`src/rtl/parallel_recv_check.sv`:
```
// Receive-side checker for the 32-bit parallel link test stream: hunts for the alignment word,
// self-seeds an expected-data counter and reports lock, error and frame statistics.
module parallel_recv_check #(
    parameter int unsigned FrameLen  = 1024,
    parameter logic [31:0] AlignWord = 32'h0000F731,
    parameter int unsigned GapMax    = 512,
    parameter int unsigned ErrLimit  = 16
) (
    input  logic        clk_i,
    input  logic        rst_i,
    input  logic        clr_i,
    input  logic        divalid_i,
    input  logic [31:0] din_i,
    output logic        locked_o,
    output logic        in_frame_o,
    output logic        err_o,
    output logic        frame_done_o,
    output logic [15:0] err_cnt_o,
    output logic [15:0] frame_cnt_o,
    output logic [7:0]  lock_loss_cnt_o
);
    localparam int unsigned WcW = $clog2(FrameLen + 1);
    localparam int unsigned GcW = $clog2(GapMax + 1);
    localparam int unsigned FeW = $clog2(ErrLimit + 1);

    typedef enum logic [1:0] {StHunt, StData, StGap} state_e;

    state_e         state_q, state_d;
    logic           seeded_q, seeded_d;
    logic           seed_pend_q, seed_pend_d;
    logic [WcW-1:0] word_cnt_q, word_cnt_d;
    logic [GcW-1:0] gap_cnt_q, gap_cnt_d;
    logic [FeW-1:0] frame_err_q, frame_err_d;
    logic [31:0]    expected_q, expected_d;
    logic           locked_q, in_frame_q, err_q, done_q;
    logic           err_d, done_d;
    logic [15:0]    err_cnt_q, err_cnt_d;
    logic [15:0]    frame_cnt_q, frame_cnt_d;
    logic [7:0]     loss_cnt_q, loss_cnt_d;

    always_comb begin
        state_d     = state_q;
        seeded_d    = seeded_q;
        seed_pend_d = seed_pend_q;
        word_cnt_d  = word_cnt_q;
        gap_cnt_d   = gap_cnt_q;
        frame_err_d = frame_err_q;
        expected_d  = expected_q;
        err_d       = 1'b0;
        done_d      = 1'b0;
        err_cnt_d   = err_cnt_q;
        frame_cnt_d = frame_cnt_q;
        loss_cnt_d  = loss_cnt_q;

        if (divalid_i) begin
            unique case (state_q)
                StHunt: begin
                    if (din_i == AlignWord) begin
                        state_d     = StData;
                        word_cnt_d  = '0;
                        frame_err_d = '0;
                        seed_pend_d = 1'b1;
                    end
                end
                StData: begin
                    word_cnt_d = word_cnt_q + 1'b1;
                    if (seed_pend_q) begin
                        expected_d  = din_i + 32'd1;
                        seed_pend_d = 1'b0;
                        seeded_d    = 1'b1;
                    end else begin
                        // Advance regardless of match so one corrupted word costs one error.
                        expected_d = expected_q + 32'd1;
                        if (din_i != expected_q) begin
                            err_d       = 1'b1;
                            frame_err_d = frame_err_q + 1'b1;
                            if (err_cnt_q != 16'hFFFF) begin
                                err_cnt_d = err_cnt_q + 16'd1;
                            end
                        end
                    end
                    if (word_cnt_d == WcW'(FrameLen)) begin
                        done_d      = 1'b1;
                        frame_cnt_d = frame_cnt_q + 16'd1;
                        state_d     = StGap;
                        gap_cnt_d   = '0;
                    end
                    // Error limit overrides the move to GAP on the frame's last word.
                    if (err_d && frame_err_d == FeW'(ErrLimit)) begin
                        state_d  = StHunt;
                        seeded_d = 1'b0;
                        if (loss_cnt_q != 8'hFF) begin
                            loss_cnt_d = loss_cnt_q + 8'd1;
                        end
                    end
                end
                StGap: begin
                    if (din_i == AlignWord) begin
                        state_d     = StData;
                        word_cnt_d  = '0;
                        frame_err_d = '0;
                    end else begin
                        gap_cnt_d = gap_cnt_q + 1'b1;
                        if (gap_cnt_d == GcW'(GapMax)) begin
                            state_d  = StHunt;
                            seeded_d = 1'b0;
                            if (loss_cnt_q != 8'hFF) begin
                                loss_cnt_d = loss_cnt_q + 8'd1;
                            end
                        end
                    end
                end
                default: state_d = StHunt;
            endcase
        end
    end

    always_ff @(posedge clk_i) begin
        if (rst_i || clr_i) begin
            state_q     <= StHunt;
            seeded_q    <= 1'b0;
            seed_pend_q <= 1'b0;
            word_cnt_q  <= '0;
            gap_cnt_q   <= '0;
            frame_err_q <= '0;
            expected_q  <= '0;
            locked_q    <= 1'b0;
            in_frame_q  <= 1'b0;
            err_q       <= 1'b0;
            done_q      <= 1'b0;
            err_cnt_q   <= '0;
            frame_cnt_q <= '0;
            loss_cnt_q  <= '0;
        end else begin
            state_q     <= state_d;
            seeded_q    <= seeded_d;
            seed_pend_q <= seed_pend_d;
            word_cnt_q  <= word_cnt_d;
            gap_cnt_q   <= gap_cnt_d;
            frame_err_q <= frame_err_d;
            expected_q  <= expected_d;
            locked_q    <= seeded_d && (state_d != StHunt);
            in_frame_q  <= (state_d == StData);
            err_q       <= err_d;
            done_q      <= done_d;
            err_cnt_q   <= err_cnt_d;
            frame_cnt_q <= frame_cnt_d;
            loss_cnt_q  <= loss_cnt_d;
        end
    end

    assign locked_o        = locked_q;
    assign in_frame_o      = in_frame_q;
    assign err_o           = err_q;
    assign frame_done_o    = done_q;
    assign err_cnt_o       = err_cnt_q;
    assign frame_cnt_o     = frame_cnt_q;
    assign lock_loss_cnt_o = loss_cnt_q;

endmodule

```
`config.mk`:
```
export PLATFORM = sky130hd
export DESIGN_NAME = parallel_recv_check
export DESIGN_NICKNAME = d
export VERILOG_FILES = /design/src/rtl/parallel_recv_check.sv
export SDC_FILE = /design/constraint.sdc
export NUM_CORES = 1
export LEC_CHECK = 0
export ABC_AREA = 1
export CAP_MARGIN = 20
export CORE_MARGIN = 2
export CORE_UTILIZATION = 45
export CTS_CLUSTER_SIZE = 30
export DETAILED_ROUTE_END_ITERATION = 12
export MAX_ROUTING_LAYER = met4
export PLACE_DENSITY_LB_ADDON = 0.1
export SKIP_CTS_REPAIR_TIMING = 1
export SYNTH_ARGS = -nofsm -noshare
export SYNTH_HDL_FRONTEND = slang
export SYNTH_SLANG_ARGS = --single-unit
```
`constraint.sdc`:
```
create_clock -name clk_i -period 2.6 [get_ports clk_i]
set_input_delay 0.78 -clock clk_i [delete_from_list [all_inputs] [get_ports clk_i]]
set_output_delay 0.78 -clock clk_i [all_outputs]
set_load 0.01 [all_outputs]
```
Signal wires on met1:
Cells faint in the background.
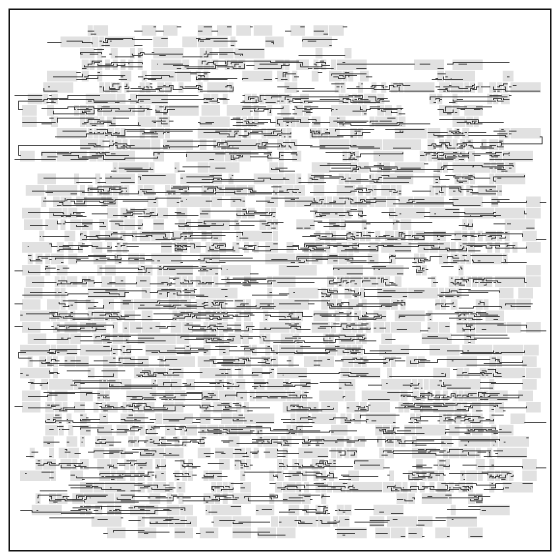
longest straight run = 35.9 µm
share of all routed wire = 46%
main direction = horizontal
wire length on this layer = 8350 µm
met1 track utilization from global routing: 28.6%
Routed Wire Length: 18.0 mm
total number of vias: 7113

Metal 2:
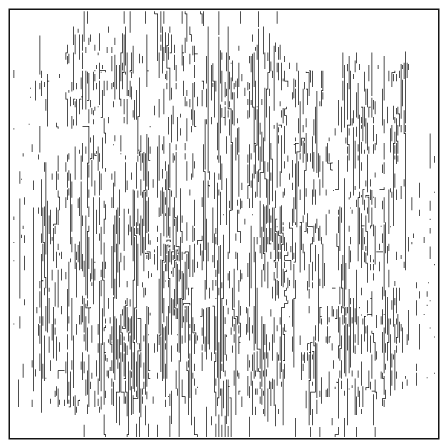
wire length on this layer = 8760 µm
nets with wire on the layer = 1020
longest straight run = 55.1 µm
main direction = vertical
share of all routed wire = 49%
met2 Usage GRT: 39.9%

==> impl_metrics.py <==
# Physical implementation metrics
metrics = {
    "synth": {
        "postSynth.asyncResetShare_pct": 0,
        "yosys.stat.chipArea_um2": 6990,
        "yosysSeqAreaShare_pct": 30.4,
        "netlist.top_cell.by_area": "dfxtp_1",
        "yosys_most_used_dff": "dfxtp_1",
        "syn-cell-area_um2": 6990,
        "synth-edff-count": 0,
        "postSynthCellCount": 1054,
        "synth_dominant_cell_count": "nand2_1",
        "post_synth.cell_area_avg_um2": 6.63,
        "synthTopCellsByArea": "dfxtp_1 30%, nand2_1 14%, inv_1 8.1%",
        "simple_gate_area_share_pct": 33.7,
        "adder_area_share_pct": 1.97,
        "synth.top_cells.by_count": "256 x nand2_1, 151 x inv_1, 106 x dfxtp_1, 106 x nor2_1, 62 x a21oi_1",
        "xor_share_pct": 7.52,
        "synth.cellmix.compoundShare_pct": 14.3,
        "synth.yosys.warnings": 0,
        "ys_seq_elements": 106,
        "logic_family": "simple AND/OR/NAND/NOR gates",
        "synth_stat.cells": 1054,
        "yosysTopAreaCellShare_pct": 30.4,
        "floorplan.nets": 1101,
        "fraction_of_synthesized_area_in_multiplexers_pct": 0.913,
        "yosysUniqueCellTypes": 57,
    },
    "power": {
        "power.clock.fraction_pct": 42.8,
        "top_power_group": "registers",
        "power.share.sequential_pct": 50.6,
        "pwrdens_nw_per_um2": 340,
        "pwr.group.sequential_mw": 1.62,
        "power_clock_mw": 1.37,
        "power.combinational.fraction_pct": 6.6,
        "power.net_switching_mw": 0.750,
        "power_drawn_by_the_combinational_cells_mw": 0.212,
        "worst_ir_drop_vdd_mv": 0.304,
        "fin_total_pwr_mw": 3.20,
        "internal_power_mw": 2.45,
        "power.share.switching_pct": 23.4,
        "reported_leakage_power_nw": 4.22,
    },
    "worst_hold_path": {
        "worst_hold_path.num_cells": 2,
        "timing.hold.worst_endpoint": "frame_cnt_o[8]",
        "worst_hold_startpoint": "frame_cnt_o[8]",
        "worst_hold_path_type": "flop to flop",
    },
    "worst_setup_path": {
        "worst_setup_path_startpoint": "din_i[3]",
        "critPathTopFamily": "simple AND/OR/NAND/NOR gates",
        "endpoint": "expected_q[31]",
        "r2r-end": "frame_cnt_o[4]",
        "cp_cell_sequence": "dlymetal6s2s_1, inv_2, o21ai_4, nand2_4, nor3_4, nand3_4, nor2_8, nand3_4, nor4_4, nand2_2, nand2_1, nand2_1, o21bai_1, inv_1",
        "critical_path.n_buffers_inverters": 3,
        "cp.arrival_ns": 2.63,
        "rrSetupSlack_ns": 0.23,
        "crit_path_top_delay_cell": "nor4_4",
        "crit_cells": 14,
        "cp_max_fo": 4,
        "ff2ff_path_depth": 16,
        "critical_path.endpoint_type": "flop",
        "setup.worst_path.start_class": "input pin",
        "timing.critical_path.required_ns": 2.85,
        "slowest_delay_ns": 0.37,
        "path_class": "input pin to flop",
        "timing.rr.start": "word_cnt_q[0]",
    },
    "cells_and_area": {
        "nonclk_buf_share_pct": 20.3,
        "clockNetworkAreaShare_pct": 3.08,
        "lay_top_count": "nand2_1",
        "antenna_cells_inserted": 0,
        "finalNetCount": 1296,
        "nFlopsAndLatches": 106,
        "nMultiInputCombCells": 756,
        "cell_group_occupying_the_most_layout_area": "combinational gates",
        "most-common-layout-cells": "250 x nand2_1, 147 x inv_1, 126 x buf_4, 103 x dfxtp_1, 92 x nor2_1",
        "fin_cells": 1442,
        "nonClockInverterCount": 164,
        "design_area_um2": 9440,
        "num-nonclk-buffers": 212,
        "combAreaFraction_pct": 44.9,
        "post-route-util_pct": 62.1,
        "multiInputGateArea_um2": 4240,
        "num-fill-cells": 1421,
        "number_of_flip_flops_under_the_largest_register_name": 32,
        "area.share.sequential_pct": 22.6,
        "seq_area_um2": 2130,
        "max_flop_register": "expected_q",
        "area.growth.synth_to_final_pct": 35.0,
        "final_layout_size_suffix_gt1_share_pct": 19.9,
        "clkbuf_count": 12,
    },
    "detailed_routing": {
        "drtIter0Drc": 344,
        "met3WireLength_um": 655,
        "ant_nets": 0,
        "topRoutingLayerUsed": "met4",
        "routed_wire_per_std_cell_um": 12.5,
        "wl_met2_mm": 8.76,
        "detail_route.drc_violations": 0,
        "viasPerCell": 4.93,
        "drt_first_pass_iters": 5,
        "wl_met1_mm": 8.35,
    },
    "clocking": {
        "clkSlewWorstSetupHoldPaths_ns": 0.07,
        "clock_latency_ns": 0.36,
        "clockBufferDepth": 2,
        "cts_inserted_buffers": 9,
        "cts_max_level": 3,
        "tritoncts": "done",
        "ctsRootBufferMaster": "clkbuf_16",
        "cts_sinks": 106,
    },
    "timing": {
        "fin_hold_ws_ns": 0.458,
        "timing.final.ws_setup_ns": 0.219,
        "hold_viol": 0,
        "fin_skew_ns": 0.00971,
        "timing.setup.tns_ns": 0,
        "maxClockFrequency_mhz": 420,
        "final-setup-viol-count": 0,
        "worst_relative_slew_slack_pct": 59.7,
        "worst_slew_pin_tran_ns": 0.600,
        "final_critical_delay_including_setup_and_external_delays_ns": 2.38,
        "fin_crit_sh_pct": 91.6,
        "number_of_pins_exceeding_their_max_slew_limit_in_the_final_report": 0,
    },
    "global_route": {
        "grt_busiest_layer": "met2",
        "grt_remaining_overflow": 0,
        "use_met3_pct": 3.12,
        "grt_use_total_pct": 23.0,
        "grt_max_degree": 39,
        "initial_antenna_violation_count": 0,
        "first_pass_grt_wire_length_mm": 30.2,
        "grt_pass1_vias": 6581,
    },
    "placement": {
        "place.detailed.hpwl_mm": 13.6,
        "gp_weighted_congestion": 0.875,
        "post-place-ws_ns": -0.520,
        "io_buffer_count": 79,
        "place.detailed.instances": 1415,
        "dpl_cell_area_um2": 8830,
    },
    "floorplanning": {
        "placementRows": 45,
        "die-area_um2": 16500,
        "die_width_um": 129,
        "io-pin-count": 80,
        "die-height_um": 129,
        "fp-utilization_pct": 46.0,
        "floorplan.core_area_um2": 15200,
        "tapcell.inserted": 188,
    },
    "job": {
        "count_of_max_cap_constraint_violations": 0,
        "tool_warnings": 29,
    },
    "status": {
        "run_status": "complete, no violations",
    },
}
The metal 4 layer:
Cells faint in the background.
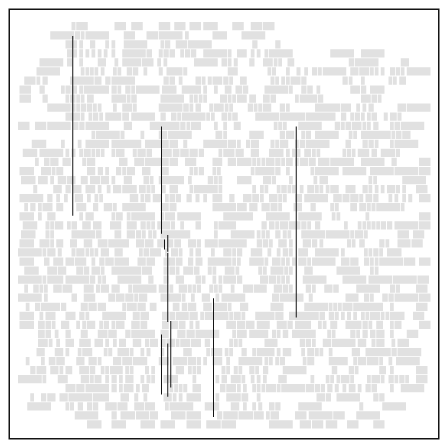
main direction = vertical
share of all routed wire = 1.4%
nets with wire on the layer = 8

Power figures rest on the tool's default switching activity, not on a simulated workload.
